$ cat src/rtl/demux_1x8_deser.sv
// demux_1x8_deser: drives an 8:1 mux select through all positions and reassembles the word (DESER_MSB_FIRST_EN selects descending capture order).
module demux_1x8_deser #(
  parameter int WIDTH = 8,
  parameter int SEL_W = $clog2(WIDTH)
) (
  input  logic             clk,
  input  logic             rst,
  input  logic             start,
  input  logic             din,
  output logic [SEL_W-1:0] S,
  output logic [WIDTH-1:0] dout,
  output logic             valid,
  output logic             busy
);
  typedef enum logic [1:0] {IDLE, COLLECT, DONE} state_t;
`ifdef DESER_MSB_FIRST_EN
  localparam logic [SEL_W-1:0] FIRST = SEL_W'(WIDTH - 1);
  localparam logic [SEL_W-1:0] LAST  = '0;
  localparam logic [SEL_W-1:0] STEP  = '1;
`else
  localparam logic [SEL_W-1:0] FIRST = '0;
  localparam logic [SEL_W-1:0] LAST  = SEL_W'(WIDTH - 1);
  localparam logic [SEL_W-1:0] STEP  = SEL_W'(1);
`endif
  state_t state_q, state_d;
  logic [SEL_W-1:0] idx_q, idx_d;
  logic [WIDTH-1:0] shadow_q, shadow_d, dout_q, dout_d;
  always_comb begin
    state_d  = state_q;
    idx_d    = idx_q;
    shadow_d = shadow_q;
    dout_d   = dout_q;
    case (state_q)
      IDLE: begin
        state_d = start ? COLLECT : IDLE;
        idx_d   = start ? FIRST : '0;
      end
      COLLECT: begin
        shadow_d[idx_q] = din;
        // the last bit is merged straight into dout so valid lines up with it
        dout_d  = (idx_q == LAST) ? shadow_d : dout_q;
        state_d = (idx_q == LAST) ? DONE : COLLECT;
        idx_d   = (idx_q == LAST) ? idx_q : idx_q + STEP;
      end
      DONE: begin
        state_d = start ? COLLECT : IDLE;
        idx_d   = start ? FIRST : '0;
      end
      default: begin
        state_d = IDLE;
        idx_d   = '0;
      end
    endcase
  end
  always_ff @(posedge clk or posedge rst) begin
    if (rst) begin
      state_q  <= IDLE;
      idx_q    <= '0;
      shadow_q <= '0;
      dout_q   <= '0;
    end else begin
      state_q  <= state_d;
      idx_q    <= idx_d;
      shadow_q <= shadow_d;
      dout_q   <= dout_d;
    end
  end
  assign S     = idx_q;
  assign dout  = dout_q;
  assign valid = (state_q == DONE);
  assign busy  = (state_q == COLLECT);
endmodule
$ cat config.mk
export PLATFORM = sky130hd
export DESIGN_NAME = demux_1x8_deser
export DESIGN_NICKNAME = d
export VERILOG_FILES = /design/src/rtl/demux_1x8_deser.sv
export SDC_FILE = /design/constraint.sdc
export NUM_CORES = 1
export LEC_CHECK = 0
export CAP_MARGIN = 10
export CORE_ASPECT_RATIO = 1.1
export CORE_MARGIN = 1
export CORE_UTILIZATION = 47
export CTS_CLUSTER_SIZE = 40
export DETAILED_ROUTE_END_ITERATION = 7
export PLACE_DENSITY = 0.74
export REMOVE_ABC_BUFFERS = 1
export SLEW_MARGIN = 10
export SYNTH_ARGS = -nofsm -noshare
export SYNTH_HDL_FRONTEND = slang
export SYNTH_SLANG_ARGS = --single-unit
export TNS_END_PERCENT = 5
$ cat constraint.sdc
create_clock -name clk -period 1.4 [get_ports clk]
set_input_delay 0.28 -clock clk [delete_from_list [all_inputs] [get_ports clk]]
set_output_delay 0.28 -clock clk [all_outputs]
set_load 0.03 [all_outputs]
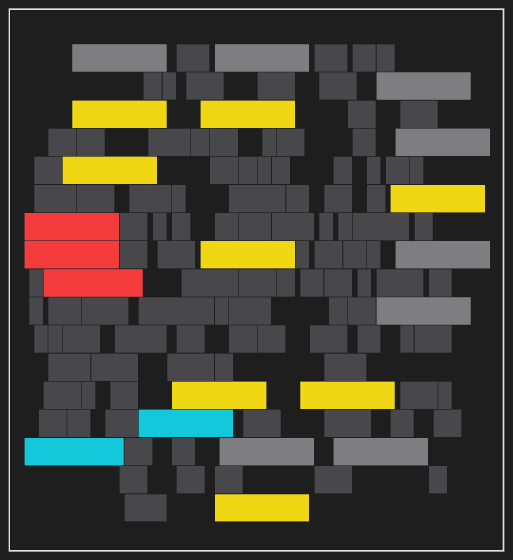
ff_map.png
Other sequential cells in the stronger grey, the rest of the logic in the fainter grey.
shadow_q: in yellow, flops 8. state_q: in cyan, flops 2. S: in red, flops 3.
Another 8 sequential cells are not coloured.
fin util: 65.55%
sequential cell area share: 38.64%
P_seq: 1080 uW

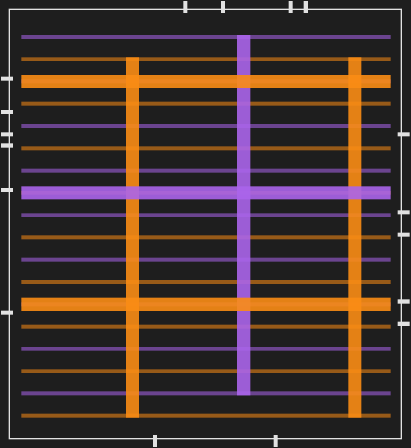
floorplan.png
Pins as bars on the die edge.
VDD: in purple. VSS: in orange.
The core has 17 rows. 3 straps on met5. 17 signal pins sit on the boundary. 3 straps on met4.
Peak VDD IR: 1.495 mV
Die W: 47.68 um
die y size: 52.24 um

worst paths after layout:
kind / to / slack, ns / depth (start not counted)
max: busy / -0.06 / 4
min: dout[0] / 0.28 / 3
max reg2reg: dout[6] / -0.05 / 5
min reg2reg: shadow_q[1] / 0.52 / 1
max in group asynchronous: S[2] / 0.89 / 3
min in group clk: state_q[0] / 0.51 / 3
synth_stat cells (3+ instances only):
cell type  count  share of area [%]
a31oi_1        3                1.7
dfrtp_1       21                 49
inv_1          3                1.0
mux2_2         6                6.3
mux2i_1        3                2.8
nand2_1        8                2.8
nand2b_1       3                1.7
nand3_1        3                1.4
nor2_1        10                3.5
nor2_2         3                1.7
o21ai_0        5                2.3
stage by stage:
stage	setup slack (ns)	util (%)	instance area, um2	instances	TNS (ns)
6_report	-0.06190	65.55	1366	154	-0.2289
5_1_grt	-0.1027	65.55	1366	154	-0.8053
4_1_cts	-0.09627	63.93	1333	151	-0.2251
3_5_place_dp	-0.04732	62.24	1297	147	-0.1089
3_3_place_gp	-0.04273	62.24	1297	147	-0.06458
2_1_floorplan	-0.7221	-	1020	92	-6.110
worst max-delay path, cell delays in order, from the launching register on:
cell,delay (ns)
dfrtp_1,0.43
nand2b_4,0.16
buf_6,0.12
inv_2,0.04
buf_6,0.12
cell type report:
class	count	share of cell area (%)
multi-input combinational	68	37.00
sequential	21	38.64
inverter	3	0.8242
clock buffer	3	1.648
clock inverter	1	0.3663
timing repair buffer	30	18.96
tap	28	2.564
kinds of logic (layout without fill, tap and decap cells):
group | after synthesis | count (layout) | share of synthesized area, %
and+or+nand+nor | 36 | 36 | 17.87
DFF | 21 | 21 | 48.72
AOI/OAI and AO/OA | 18 | 18 | 12.30
muxes | 11 | 11 | 11.48
buffers and inverters | 9 | 37 | 6.496
adders and majority gates | 2 | 2 | 2.320
xor gates and xnor gates | 1 | 1 | 0.8122
power breakdown:
part	internal, uW	switching, uW
registers	904	180
clock network	107	193
logic	824	1020
total	1830	1390
registers in the layout (all words and copies together) (netlist names):
| signal | flops |
|---|---|
| shadow_q | 8 |
| S | 3 |
| state_q | 2 |
| dout | 8 |
cells in the final DEF (no fill, tap or decap), types with 2 or more instances in the layout:
cell             count
nand2b_1             2
buf_4               15
inv_1                2
clkdlybuf4s50_1      3
mux2i_1              3
nand3_1              3
dfrtp_2              2
clkdlybuf4s15_1      3
a31oi_1              3
dfrtp_1             19
o21ai_0              4
nor3_2               2
ha_1                 2
mux2_2               4
nand2_1              8
dlygate4sd2_1        2
clkbuf_2             3
a31oi_2              2
nor2b_1              2
nor2_2               4
mux2_4               3
nor2_1               9
a21boi_0             2
o22a_2               2
buf_6                3
clkbuf_4             3
metal layers:
| layer | track usage, % | wire [um] |
|---|---|---|
| met3 | 2.069 | 60 |
| met5 | 0 | 0 |
| met1 | 24.78 | 928 |
| met2 | 32.19 | 1123 |
| met4 | 6.944 | 23 |
repair_timing:
action	4_1_cts	5_1_grt
cloned	0	0
gates resized	14	15
setup endpoints to repair	12	17
pin swaps	0	2
setup buffers	0	3
==> impl_metrics.yaml <==
# synthesis and place-and-route metrics
floorplanning:
  fp-row-count: 17
  coreArea_um2: 2085
  fp-utilization_pct: 51.74
  dieArea_um2: 2491
  ios: 17
synthesis:
  enable_flop_cells: 0
  synthArstFlopShare_pct: 100.0
  synthDistinctLibCells: 35
  synth_seq_share_pct: 48.72
  ys_cells: 98
  ys_chip_area_um2: 1079
  ys_seq_elements: 21
  syn_area_um2: 1079
  ff_type: "dfrtp_1"
  yosysWarnings: 0
  synth_area_per_cell_um2: 11.01
  syn-instance-count: 98
run:
  maxCapViolations: 0
  warning_count: 27
clock_tree:
  numCtsBuffers: 3
  clk_latency_ns: 0.31
  clk_pin_slew_ns: 0.12
  cts_tree: "done"
  clock_path_buffers: 2
  root_buffer: "clkbuf_4"
  cts_sinks: 21
  htreeDepth: 1
  hold_buffers: 0
timing:
  slew_headroom_pct: 80.01
  tightest_slew_ns: 0.3010
  fin_skew_ns: 0.004153
  timing.final.crit_share_pct: 104.4
  finalWorstSetupSlack_ns: -0.06190
  hold_violations: 0
  finalSetupViolCount: 8
  rsz0062_at_grt: "yes"
  slew_violations: 0
  holdWs_ns: 0.2809
  clock.fmax_mhz: 684.0
  fin_crit_ns: 1.462
final_layout:
  logic_area_um2: 505.5
  layout.nets: 133
  area_delta_synth_final_pct: 26.68
  regArea_um2: 528.0
  fillers: 186
  num_antenna_cells: 0
  drive_gt1_share_pct: 39.68
worst_setup_path:
  startpoint_type: "flip-flop"
  worstSetupStartpoint: "state_q[1]"
  critPathRequiredTime_ns: 1.12
  cp-end-kind: "output port"
  r2r_start: "S[0]"
  worstSetupPathType: "flip-flop to output port"
  cp.arrival_ns: 1.18
  cp_max_fo: 4
placed_design:
  gp_congestion: 0.8139
  hpwlAfterDp_mm: 1.435
  numPortBuffers: 16
power_and_ir_drop:
  p_total_uw: 3224
  leakagePower_uw: 0.0006156
  power_density_nw_per_um2: 2360
route:
  vias: 800
  dr.first_iter.drc_count: 10
  via_per_inst: 5.195
  dr.pass1.iters: 4
  drt-total-wl_mm: 2.136
  route.detailed.drc: 0
  routedWlPerCell_um: 13.87
  ant_nets: 0
grt:
  gr-total-overflow: 0
  grt_pass1_wl_mm: 3.291
  grt_max_degree: 22
  grt_pass1_vias: 731
  grt_util_all_layers_pct: 19.15
  grt_antenna_before_repair: 0
run_status:
  outcome: "finished, violations left"
  violations: "setup timing"
hold_path:
  min_path_type: "input pin to async pin"
Power and IR drop assume default switching activity.
